route_heat.png
The die is cut into 24 by 24 equal tiles; white is low, dark blue is high, scaled to the fullest tile. Values are wire area over tile area, all layers added.
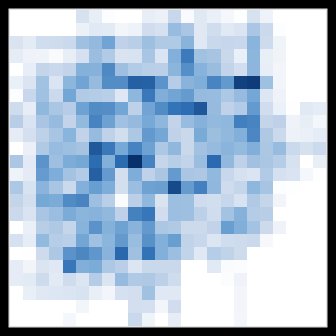
m1.png
The bar under the picture is 20 um long.
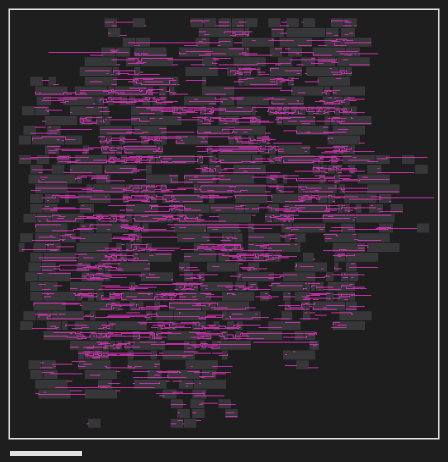
closeup.png
The bar under the picture is 5 um long. Region (79, 79) to (99, 99) um. Cells in gray, sequential cells in the stronger gray; small squares are vias.
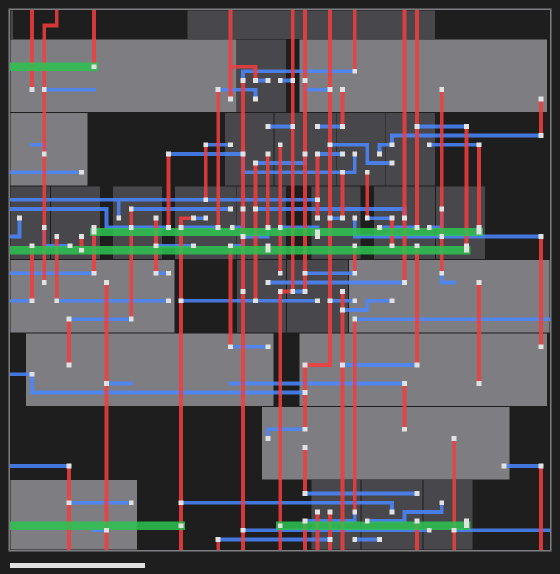
$ cat src/rtl/sid_i2s_out.sv
// sid_i2s_out: audio output stage for the SID filter pipeline.
// Holds the most recent left/right sample (power-of-two gain with
// saturation to 24 bits) and serializes it as a 64-BCLK I2S frame
// (32-bit slots, 24 significant bits, one-BCLK data delay).
//
// state      | meaning
// -----------+------------------------------------------------------
// bit_cnt=0  | left slot, previous frame's last (padding) bit on sd
// bit_cnt<32 | left slot, lrclk=0, left MSB first at bit_cnt=1
// bit_cnt>=32| right slot, lrclk=1, right MSB first at bit_cnt=33
// 63 -> 0    | frame load: shifter takes the hold registers
module sid_i2s_out #(
  parameter int CLK_DIV    = 4,
  parameter int GAIN_SHIFT = 0
) (
  input  logic               clk,
  input  logic               rst,
  input  logic signed [23:0] audio_l,
  input  logic signed [23:0] audio_r,
  input  logic               audio_valid,
  output logic               i2s_bclk,
  output logic               i2s_lrclk,
  output logic               i2s_sd,
  output logic               frame_o,
  output logic               repeat_o
);

  localparam logic [7:0] DIV_LAST = 8'(CLK_DIV - 1);

  logic [7:0]  div_cnt;
  logic [5:0]  bit_cnt;
  logic [5:0]  bit_next;
  logic [23:0] hold_l;
  logic [23:0] hold_r;
  logic [63:0] shifter;
  logic        fresh;
  logic        div_wrap;
  logic        bclk_fall;
  logic        frame_load;

  // Gain is applied in 31 bits so the largest shift (7) cannot overflow
  // before the clamp to the 24-bit range.
  function automatic logic [23:0] sat24(input logic signed [23:0] x);
    logic signed [30:0] wide;
    wide = {{7{x[23]}}, x};
    wide = wide <<< GAIN_SHIFT;
    if (wide > 31'sd8388607)
      return 24'h7FFFFF;
    else if (wide < -31'sd8388608)
      return 24'h800000;
    else
      return wide[23:0];
  endfunction

  assign div_wrap   = (div_cnt == DIV_LAST);
  assign bclk_fall  = div_wrap && i2s_bclk;
  assign frame_load = bclk_fall && (bit_cnt == 6'd63);
  assign bit_next   = bit_cnt + 6'd1;

  // BCLK generation: toggle every CLK_DIV system clocks
  always_ff @(posedge clk or posedge rst) begin
    if (rst) begin
      div_cnt  <= 8'd0;
      i2s_bclk <= 1'b0;
    end else if (div_wrap) begin
      div_cnt  <= 8'd0;
      i2s_bclk <= ~i2s_bclk;
    end else begin
      div_cnt  <= div_cnt + 8'd1;
    end
  end

  // Frame sequencing: bit counter, word select, shifter and serial data
  // all move together on BCLK falling edges.
  always_ff @(posedge clk or posedge rst) begin
    if (rst) begin
      bit_cnt   <= 6'd0;
      i2s_lrclk <= 1'b0;
      i2s_sd    <= 1'b0;
      shifter   <= 64'd0;
      frame_o   <= 1'b0;
      repeat_o  <= 1'b0;
    end else begin
      frame_o  <= 1'b0;
      repeat_o <= 1'b0;
      if (bclk_fall) begin
        bit_cnt   <= bit_next;
        i2s_lrclk <= bit_next[5];
        // The bit leaving the top is always one BCLK behind the counter,
        // which gives the I2S one-bit delay after each LRCLK edge.
        i2s_sd    <= shifter[63];
        if (frame_load) begin
          shifter  <= {hold_l, 8'h00, hold_r, 8'h00};
          frame_o  <= 1'b1;
          repeat_o <= ~fresh;
        end else begin
          shifter  <= {shifter[62:0], 1'b0};
        end
      end
    end
  end

  // Sample capture; a sample landing in the load cycle wins over the clear
  // so it is marked fresh for the following frame.
  always_ff @(posedge clk or posedge rst) begin
    if (rst) begin
      hold_l <= 24'd0;
      hold_r <= 24'd0;
      fresh  <= 1'b0;
    end else if (audio_valid) begin
      hold_l <= sat24(audio_l);
      hold_r <= sat24(audio_r);
      fresh  <= 1'b1;
    end else if (frame_load) begin
      fresh  <= 1'b0;
    end
  end

endmodule

$ cat config.mk
export PLATFORM = sky130hd
export DESIGN_NAME = sid_i2s_out
export DESIGN_NICKNAME = d
export VERILOG_FILES = /design/src/rtl/sid_i2s_out.sv
export SDC_FILE = /design/constraint.sdc
export NUM_CORES = 1
export LEC_CHECK = 0
export CAP_MARGIN = 20
export CORE_MARGIN = 2
export CORE_UTILIZATION = 40
export CTS_CLUSTER_SIZE = 12
export DETAILED_ROUTE_END_ITERATION = 8
export PLACE_DENSITY = 0.65
export SYNTH_ARGS = -nofsm -noshare
export SYNTH_HDL_FRONTEND = slang
export SYNTH_SLANG_ARGS = --single-unit
export TNS_END_PERCENT = 5
$ cat constraint.sdc
create_clock -name clk -period 7.39 [get_ports clk]
set_input_delay 1.478 -clock clk [delete_from_list [all_inputs] [get_ports clk]]
set_output_delay 1.478 -clock clk [all_outputs]
set_load 0.01 [all_outputs]
==> notes.md <==
Implementation results.

The flow ran to the end, and the final reports show no timing, DRC or antenna violations. The number of nets at floorplan is 527. The floorplan has 42 rows. Per the OpenROAD power report, leakage power amounts to 2.71 nW. The initial core utilization is 40.5%. Traced cell by cell, the critical path runs through clkdlybuf4s50_1. The first global-routing pass estimated 18800 um of wire. The minimum clock period is 2.82 ns.

The number of diodes added for antenna fixing is 0. The congestion estimate from routability-driven global placement came to 0.754. The peak supply drop is 0.000158 V. The post-synthesis register bit count is 123. The number of DRC markers in iteration 0 is 210. The cell type of the slowest stage on the worst timing path is clkdlybuf4s50_1.

The number of top-level pins is 56. The number of antenna violations at the first check in global routing is 0. Per the OpenROAD floorplan log, the area of the die is 14200 um^2.

The share of layout cells above drive strength 1 is 19.3%. The xor and xnor area share after synthesis is 1.98%. The final timing report lists clock skew as 0.0122 ns. The combinational family with the most area after synthesis is AND-OR/OR-AND gates.

The share of synthesized area spent on multiplexers is 10.4%. For this run, the register share of the synthesized area comes to 58.0%. The clock root buffer is clkbuf_16. The final layout net count is 563. The cell count after synthesis is 474.

The script reports the combined buffer and inverter count of the critical path as 1. The share of synthesized cell area in and-or and or-and compound cells is 17.3%. In this run the layout overhead on the synthesized area is reported as 25.1%. The required time reported for the critical path endpoint is 5.91 ns. The design draws 1.63 mW. The sum of net half-perimeters after detailed placement is 6230 um. After detailed routing, the number of remaining DRC violations is 0. The pin count of the biggest net entering global routing is 90. The relative slew slack is 34.9%.

Fill cells in the final layout number 1161. Post-CTS repair changed the size of 0 cells. The number of port buffers is 55.

The count of antenna-violating nets left after detailed routing is 0. The number of buffers created by CTS is 17.
-- route_heat.png (at the start) --
tiles over half the peak: 14%
emptiest ninth of the die: bottom right
nearly empty tiles: 24%
fullest tile: 0.48
mean over tiles: 0.12

-- m1.png (at the start) --
wire length on this layer: 5060 um
share of all routed wire: 46%
met1 global-route usage: 21.7%
via total after detailed routing: 3883
Post-Route WL: 11000 um

-- closeup.png (at the start) --
[green] M3
[red] M2
[blue] M1
sequential cells in the window: 8
netlist names of flops here include: `shifter` (7), `hold_r` (1)
cells with their middle in the window: 26
most frequent: dfrtp_1 (8), a31oi_1 (6), o21ai_0 (5)

[state kept, by name (all words and copies together), names as in the netlist]
| name | flops |
|---|---|
| repeat_o | 1 |
| frame_o | 1 |
| shifter | 56 |
| hold_r | 24 |
| bit_cnt | 5 |
| fresh | 1 |
| i2s_bclk | 1 |
| div_cnt | 8 |
| hold_l | 24 |
| i2s_lrclk | 1 |
| i2s_sd | 1 |
[cell usage after synthesis]
master | instances | share of area [%]
a21boi_0 | 8 | 1.1
a21o_1 | 1 | 0.14
a21oi_1 | 47 | 4.4
a31o_2 | 8 | 1.3
a31oi_1 | 47 | 5.5
and2_1 | 3 | 0.35
and3_1 | 5 | 0.59
and4_1 | 2 | 0.33
buf_1 | 1 | 0.071
buf_2 | 10 | 0.94
buf_4 | 1 | 0.14
clkbuf_1 | 35 | 2.5
dfrtp_1 | 123 | 58
ha_1 | 2 | 0.47
inv_1 | 4 | 0.28
mux2_1 | 1 | 0.21
mux2_2 | 48 | 10
nand2_1 | 4 | 0.28
nand3_1 | 53 | 5.0
nand4_1 | 4 | 0.47
nor2_1 | 4 | 0.28
nor4_4 | 1 | 0.40
nor4bb_1 | 1 | 0.19
o21ai_0 | 46 | 4.3
o21ai_1 | 2 | 0.19
o2bb2ai_1 | 1 | 0.17
xnor2_1 | 11 | 1.8
xor2_1 | 1 | 0.17
[final cells by class]
type                    count  area (um^2)  area share (%)
clock inverters             8          115            1.74
flip-flops and latches    123         3080            46.4
well taps                 176          220            3.32
inverters                   4         17.5           0.264
clock buffers              23          488            7.36
repair buffers             64          678            10.2
multi-input cells         300         2030            30.7
[power breakdown]
| group | switching [mW] | total, mW | internal, mW |
|---|---|---|---|
| combinational | 0.0280 | 0.0761 | 0.0481 |
| clock | 0.279 | 0.840 | 0.561 |
| sequential | 0.0151 | 0.716 | 0.701 |
| total | 0.322 | 1.63 | 1.31 |
[layout by cell type, fill, tap and decap left out, types with 8 or more instances in the layout]
cell type	n
dfrtp_1	122
clkdlybuf4s50_1	54
nand3_1	53
mux2_2	48
a21oi_1	47
a31oi_1	47
o21ai_0	46
clkbuf_16	17
xnor2_1	11
a21boi_0	8
a31o_2	8
[metal layers]
| layer | track usage (%) | share of wire, % | up-vias |
|---|---|---|---|
| li1 | - | - | 1822 |
| met1 | 21.7 | 46 | 1969 |
| met2 | 26.3 | 48 | 84 |
| met3 | 4.41 | 4.5 | 8 |
| met4 | 5.80 | 1.2 | 0 |
| met5 | 0 | 0 | - |
[stage by stage]
step	cell area (um^2)	setup WS, ns
3_3_place_gp	5930	3.94
4_1_cts	6570	4.33
2_1_floorplan	5300	2.64
3_5_place_dp	5960	3.91
6_report	6630	4.57
5_1_grt	6630	4.52
[final timing paths]
check | startpoint | end | depth (start not counted)
setup / recovery | i2s_bclk | i2s_bclk | 1
max in group asynchronous | rst | hold_r[5] | 4
hold / removal | fresh | repeat_o | 1
min in group asynchronous | rst | hold_l[15] | 2
setup reg to reg | div_cnt[0] | i2s_sd | 5
hold reg to reg | fresh | repeat_o | 1
No activity file was given, so power comes from the tool's default toggle rates.
